**Run 1: routing congestion**

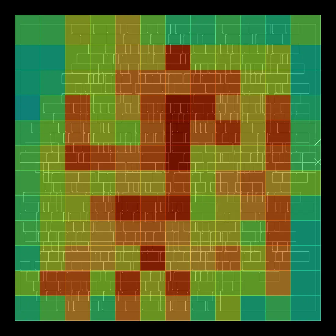
**Run 1: logic cells by family**

Scale: 6 px per micron.
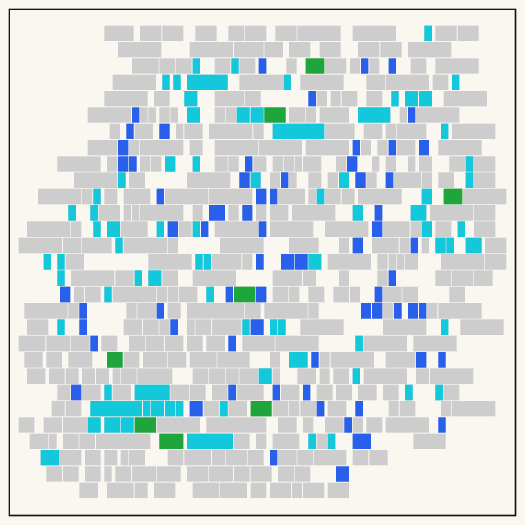
**Run 1: layout detail**

Window x 27 to 57, y 10 to 40 microns. Cells in grey, sequential cells in the stronger grey; small squares are vias.
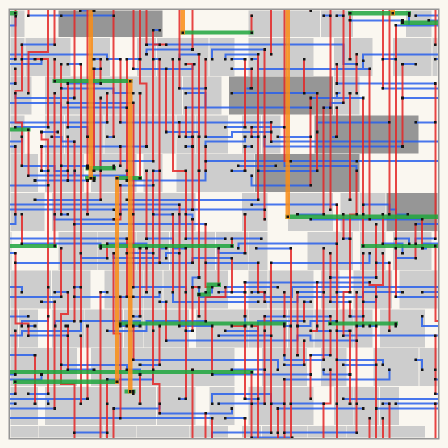
==> config.mk <==
export PLATFORM = sky130hd
export DESIGN_NAME = calc_display_ctrl
export DESIGN_NICKNAME = d
export VERILOG_FILES = /design/src/rtl/calc_disp_pkg.sv /design/src/rtl/calc_display_ctrl_dd_step.sv /design/src/rtl/calc_display_ctrl.sv
export SDC_FILE = /design/constraint.sdc
export NUM_CORES = 1
export LEC_CHECK = 0
export ABC_CLOCK_PERIOD_IN_PS = 2330
export CORE_UTILIZATION = 50
export DETAILED_ROUTE_END_ITERATION = 7
export PLACE_DENSITY = 0.75
export SLEW_MARGIN = 10
export SYNTH_ARGS = -nofsm -noshare
export SYNTH_HDL_FRONTEND = slang
export SYNTH_SLANG_ARGS = --single-unit
export TNS_END_PERCENT = 20
==> constraint.sdc <==
create_clock -name clk -period 2.33 [get_ports clk]
set_input_delay 0.466 -clock clk [delete_from_list [all_inputs] [get_ports clk]]
set_output_delay 0.466 -clock clk [all_outputs]
set_load 0.005 [all_outputs]
==> impl_metrics.toml, run 1 <==
# synthesis and place-and-route metrics
[status]
status = "complete, but fails checks"
violations = "design-rule violations, negative setup slack"

[global_route]
grt_pass1_wl_microns = 14200
grt_pass1_vias = 3148
grt_usage = 0.249
overflow = 0
use_met2 = 0.423
grt_max_degree = 39
top_usage_layer = "met2"
antenna_found_initial = 0

[timing]
final-hold-violation-count = 0
max_freq_mhz = 429
slew_headroom = 0.438
drv_slew = 0
min_period_ps = 2330
period_used_share = 1.00
setup_ws_ps = -0.814
report.final.setup_viol = 1
tightest_slew_ps = 841
fin_tns_setup_ps = -0.814
fin_skew_ps = 7.02

[place]
io_buffer_count = 37
dp_cells = 554
gp_congestion = 0.871
post-dp-hpwl_microns = 5980

[final_layout]
drive_gt1_frac = 0.200
n_fill_cell = 509
most-common-layout-cells = "dfxtp_1 (58), nor2_1 (46), buf_4 (46)"
biggestCellCategory = "multi-input combinational cells"
final_nets = 520
bufAreaShareNonClock = 0.178
comb_cells = 315
largest_reg_flops = 32
comb_area_sq_um = 2080
nNonClkBuffers = 87
antenna_cells = 0
syn_to_final_growth_pct = 30.0
seq_share = 0.265
inverters = 21
regArea_sq_um = 1160
clkbuf_count = 13
flops = 58
clk_share = 0.0431

[worst_setup_path]
critPathLaunchType = "input port"
path_cells = "clkdlybuf4s50_1, buf_4, nand2b_1, nor4_4, o21ai_2, a221oi_4, o22ai_2, a32o_1"
cp_slowest_cell = "clkdlybuf4s50_1"
rrSetupSlack_ps = 130
worstPathRequired_ps = 2560
worst-endpoint-arrival_ps = 2560
cp_max_fo = 19
path_class = "in -> reg"
endpoint_kind = "flop"
cpPeakStageDelay_ps = 490
reg2reg_depth = 8

[clocking]
cts_buffers = 9
insertion_delay_ps = 340
clockBufferDepth = 2
root_buffer = "clkbuf_8"
post_cts_buffers = 1
htreeDepth = 3
ctsResizeCount = 9
cts_tree = "built"
hold_buffers = 0
clock-sinks = 58
clk_pin_slew_ps = 60

[die]
die_width_microns = 84.1
n_tap_cell = 77
die_h_microns = 84.1
io_pins = 38
fp_util = 0.525
die_area_sq_um = 7080
std_cell_rows = 29
coreArea_sq_um = 6420

[synth]
edf_count = 0
ys_types = 65
synth_warnings = 0
synthesis.nets = 456
async_flop_share = 0
ys.flop_type = "dfxtp_1"
yosys_cells = 428
syn-cell-area_sq_um = 3370
syn_area_per_cell_sq_um = 7.88
syn_inst = 428
synth_seq_share = 0.344
yosys_area_sq_um = 3370
numSynthFlops = 58

[power_and_ir_drop]
combinationalPowerShare = 0.193
p_per_area_nw_per_um2 = 551
total_power_mw = 2.42
p_comb_uw = 466
internal_power_mw = 1.76
p_leak_nw = 1.74
seq_power_mw = 1.08
ir_worst_vdd_v = 0.000513
powerClk_uw = 870
swShare = 0.272
p_clk_frac = 0.360
power_frac_seq = 0.448
power-top-group = "registers"
p_sw_uw = 659

[route]
drt_drc_violations_left = 4
wl_met1_microns = 3760
vias = 3422
wl_per_cell_microns = 15.2
top_layer_used = "met4"
first_pass_iters = 7
wl_met3_microns = 497
vias_per_cell = 5.97
wl_met2_microns = 4210
postRouteAntennaNets = 0
routed_wl_microns = 8700
drtIter0Drc = 204

[min_path]
hold_class = "reg -> reg"
min_path_cells = 2

[flow_run]
cap_violations = 0
warnings = 29
About 'routing congestion':
Final Util: 0.683
GR Layer Usage met1: 0.302
met3 GRT Util: 0.0678

About 'logic cells by family':
[blue] nand cells | cells: 67
[green] non-inverting ao/oa cells | cells: 8
[cyan] nor cells | cells: 78 | where: spread over the die
most frequent logic cell in the layout: dfxtp_1
Finished Layout Cells: 573
combinational share of cell area: 0.474

About 'layout detail':
[red] M2
[orange] M4
[green] M3
[blue] M1
sequential cells in the window: 4
cells with their middle in the window: 84
most frequent: buf_4 (14), nand2_1 (9), nor2_1 (8)

==> run 1: through the flow <==
step           instance area (sq um)   util  hold slack (ps)  setup slack [ps]
2_1_floorplan                   3380      -              432              30.0
3_3_place_gp                    4040  0.630              441              -397
3_5_place_dp                    4040  0.630              447              -440
4_1_cts                         4250  0.662              461             -4.47
5_1_grt                         4390  0.683              494             -51.5
6_report                        4390  0.683              464            -0.814
==> run 1: critical path: cells and delay by family <==
family,cells,cell delay (ps)
AND-OR/OR-AND,4,880
AND/OR/NAND/NOR,2,450
buffers and inverters,2,750
==> run 1: cell families after synthesis <==
group                      count (synthesis)  share of synthesized area
buffers and inverters                     55                     0.0690
muxes                                      3                    0.00927
AOI/OAI and AO/OA                        123                      0.247
DFF                                       58                      0.344
adders and majority gates                  8                     0.0297
xor gates and xnor gates                  18                     0.0467
and+or+nand+nor                          163                      0.254
==> run 1: Yosys cell counts, types with 2 or more instances <==
library cell   n  area share
a31oi_1        8       0.015
or2_2          3      0.0056
a22oi_1        8       0.018
inv_1         21       0.023
nor3b_1        3      0.0067
nor4_1         9       0.017
mux2i_1        2      0.0059
o21ai_0       22       0.033
o221ai_1       3      0.0078
dfxtp_1       58        0.34
or3_1          5      0.0093
a21oi_1       38       0.056
xor2_1         2      0.0052
xnor2_1       16       0.042
clkbuf_1      24       0.027
nor3_1         9       0.013
a221oi_1       6       0.016
or4_1          2      0.0044
o21bai_1      12       0.027
buf_4          2      0.0044
ha_1           8       0.030
buf_1          3      0.0033
nand3_1       19       0.028
or4_2          2      0.0052
nand2_1       41       0.046
o22ai_1        5      0.0093
nor2_1        46       0.051
buf_2          3      0.0044
o41ai_2        2      0.0096
nor2b_1        4      0.0074
a211o_1        2      0.0052
nor4b_4        2       0.014
nand2b_1       5      0.0093
buf_6          2      0.0067
**Run 1: routed metal per tile**

Scale: 4 px per micron. The die is cut into 17 by 17 equal tiles; white is low, dark blue is high, scaled to the fullest tile. Values are wire area over tile area, all layers added.
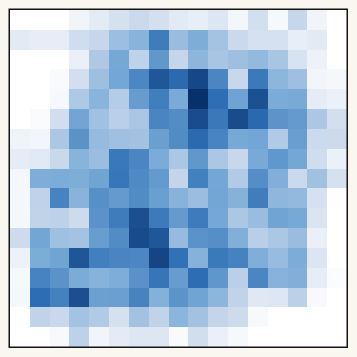

==> run 2, diff against run 1 <==
- CAP_MARGIN: unset -> 15
- CORE_UTILIZATION: 50 -> 51
- PLACE_DENSITY: 0.75 -> 0.76
- RECOVER_POWER: unset -> 50
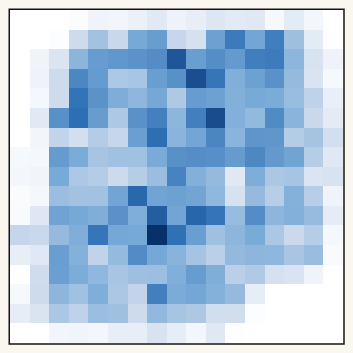
**Above:** run 2 (routed metal per tile).
Scale: 4 px per micron. The die is cut into 17 by 17 equal tiles; white is low, dark blue is high, scaled to the fullest tile. Values are wire area over tile area, all layers added.
tiles over half the peak: 27%
emptiest ninth of the die: south-east
mean over tiles: 0.20
densest ninth of the die: centre
vias: 3378
WL/cell: 15.1 microns
WL final: 8620 microns
global-route usage over all layers: 0.258

==> run 2 against run 1 <==
The run now ends clean. Critical path type unchanged. Utilization rose by 0.11 points. Fmax is 4.0% higher. Clock skew up 4.0 ps. Wire length shrank 0.98%. First-iteration DRC count rose by 6.4%.
==> impl_metrics.toml, run 2 <==
# synthesis and place-and-route metrics
[timing]
min_period_ps = 2240
fin_skew_ps = 11.0
tightest_slew_ps = 850
grt_setup_unrepaired = "yes"
report.final.setup_viol = 0
slew_headroom = 0.433
period_used_share = 0.962
max_freq_mhz = 446
final-hold-violation-count = 0
drv_slew = 0

[route]
vias_per_cell = 5.93
postRouteAntennaNets = 0
drt_drc_violations_left = 0
drtIter0Drc = 217
first_pass_iters = 4

[synth]
numSynthFlops = 58
ys_types = 65
synth_seq_share = 0.344
syn_area_per_cell_sq_um = 7.88
yosys_cells = 428
synth_warnings = 0
largest_area_cell = "dfxtp_1"
yosys_area_sq_um = 3370
most_common_cell = "dfxtp_1"
synthesis.nets = 456
common_cells = "dfxtp_1 (58), nor2_1 (46), nand2_1 (41)"
async_flop_share = 0
synthTopCellsByArea = "dfxtp_1 (34%), a21oi_1 (5.6%), nor2_1 (5.1%)"
top_area_frac = 0.344
syn_inst = 428
syn-cell-area_sq_um = 3370
edf_count = 0
ys.flop_type = "dfxtp_1"

[final_layout]
antenna_cells = 0
finalInstanceArea_sq_um = 4340
most-common-layout-cells = "dfxtp_1 (58), nor2_1 (45), buf_4 (42)"
syn_to_final_growth_pct = 28.8
largest_reg_flops = 32
n_fill_cell = 504
drive_gt1_frac = 0.205
final_nets = 516
post-route-util = 0.684
lay_top_count = "dfxtp_1"

[power_and_ir_drop]
p_per_area_nw_per_um2 = 558
p_leak_nw = 1.68
ir_worst_vdd_v = 0.000574

[min_path]
hold_class = "reg -> reg"
min_path_cells = 1

[clocking]
htreeDepth = 3
ctsResizeCount = 7
clockBufferDepth = 2
clk_pin_slew_ps = 70
cts_tree = "built"
clock-sinks = 58
insertion_delay_ps = 340
cts_buffers = 9
root_buffer = "clkbuf_8"
post_cts_buffers = 0
hold_buffers = 0

[global_route]
overflow = 0
antenna_found_initial = 0
grt_pass1_wl_microns = 14700
grt_pass1_vias = 3183
grt_max_degree = 30

[worst_setup_path]
critPathLaunchType = "input port"
path_class = "in -> reg"
worst-endpoint-arrival_ps = 2480
rrSetupSlack_ps = 240
reg2reg_depth = 8
worstPathRequired_ps = 2560
cp_max_fo = 7
endpoint_kind = "flop"

[die]
fp_util = 0.531
die_h_microns = 83.3
die_area_sq_um = 6940
die_width_microns = 83.3
std_cell_rows = 29
io_pins = 38
coreArea_sq_um = 6350

[place]
io_buffer_count = 37
placedInstanceArea_sq_um = 4040
post-dp-hpwl_microns = 5840
gp_congestion = 0.857

[status]
status = "finished clean"

[flow_run]
cap_violations = 0
warnings = 30
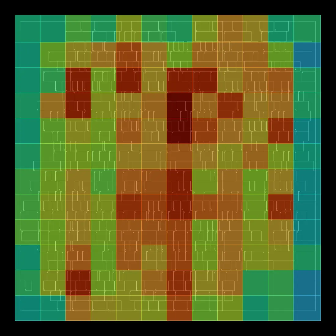
**Above:** run 2 (routing congestion).
met2 Track Usage GR: 0.450
GR Layer Usage met1: 0.318
met3 GRT Util: 0.0586

-- run 2: cell counts after synthesis --
Identical to the previous run, type by type.
-- run 2: critical path: stages --
cell             delay (ps)
clkdlybuf4s50_1         430
buf_4                   180
nor3_4                  200
a21oi_2                  70
a2111o_1                430
a221oi_4                310
o22ai_2                 140
a32o_1                  260
-- run 2: final cells by class --
cell class,count,area (sq um),area share
Inverter,21,78.8,0.0181
Clock inverter,6,57.6,0.0132
Clock buffer,10,128,0.0294
Tap cell,77,96.3,0.0222
Sequential cell,58,1160,0.267
Timing Repair Buffer,83,719,0.166
Multi-Input combinational cell,315,2100,0.484
-- run 2: power breakdown --
group	internal (mW)	total, mW	switching (mW)
registers	1.04	1.08	0.0385
clock network	0.486	0.897	0.411
logic	0.210	0.448	0.238
-- run 2: cell families after synthesis --
| logic type | synth area share |
|---|---|
| simple gates | 0.254 |
| xor+xnor | 0.0467 |
| flops | 0.344 |
| buf+inv | 0.0690 |
| fa+ha+maj | 0.0297 |
| mux | 0.00927 |
| compound gates | 0.247 |
-- run 2: routing by layer --
layer / wire, microns / vias to the layer above / track usage
met4: 110 / 0 / 0.0690
met3: 443 / 11 / 0.0586
met5: 0 / - / 0
met1: 3770 / 1613 / 0.318
li1: - / 1660 / -
met2: 4290 / 94 / 0.450
-- run 2: metrics by stage --
| step | power, mW | setup TNS, ps | std cells | setup WS [ps] | hold WS [ps] |
|---|---|---|---|---|---|
| after floorplan | 1.35 | 0 | 428 | 30.0 | 432 |
| final | 2.43 | 0 | 570 | 88.3 | 455 |
| after global routing | 2.53 | -22.5 | 570 | -22.5 | 474 |
| after detailed placement | 1.54 | -5010 | 554 | -513 | 449 |
| after global placement | 1.53 | -3810 | 554 | -432 | 444 |
| after CTS | 2.43 | -3.21 | 570 | -3.21 | 464 |
Power and IR drop assume default switching activity.
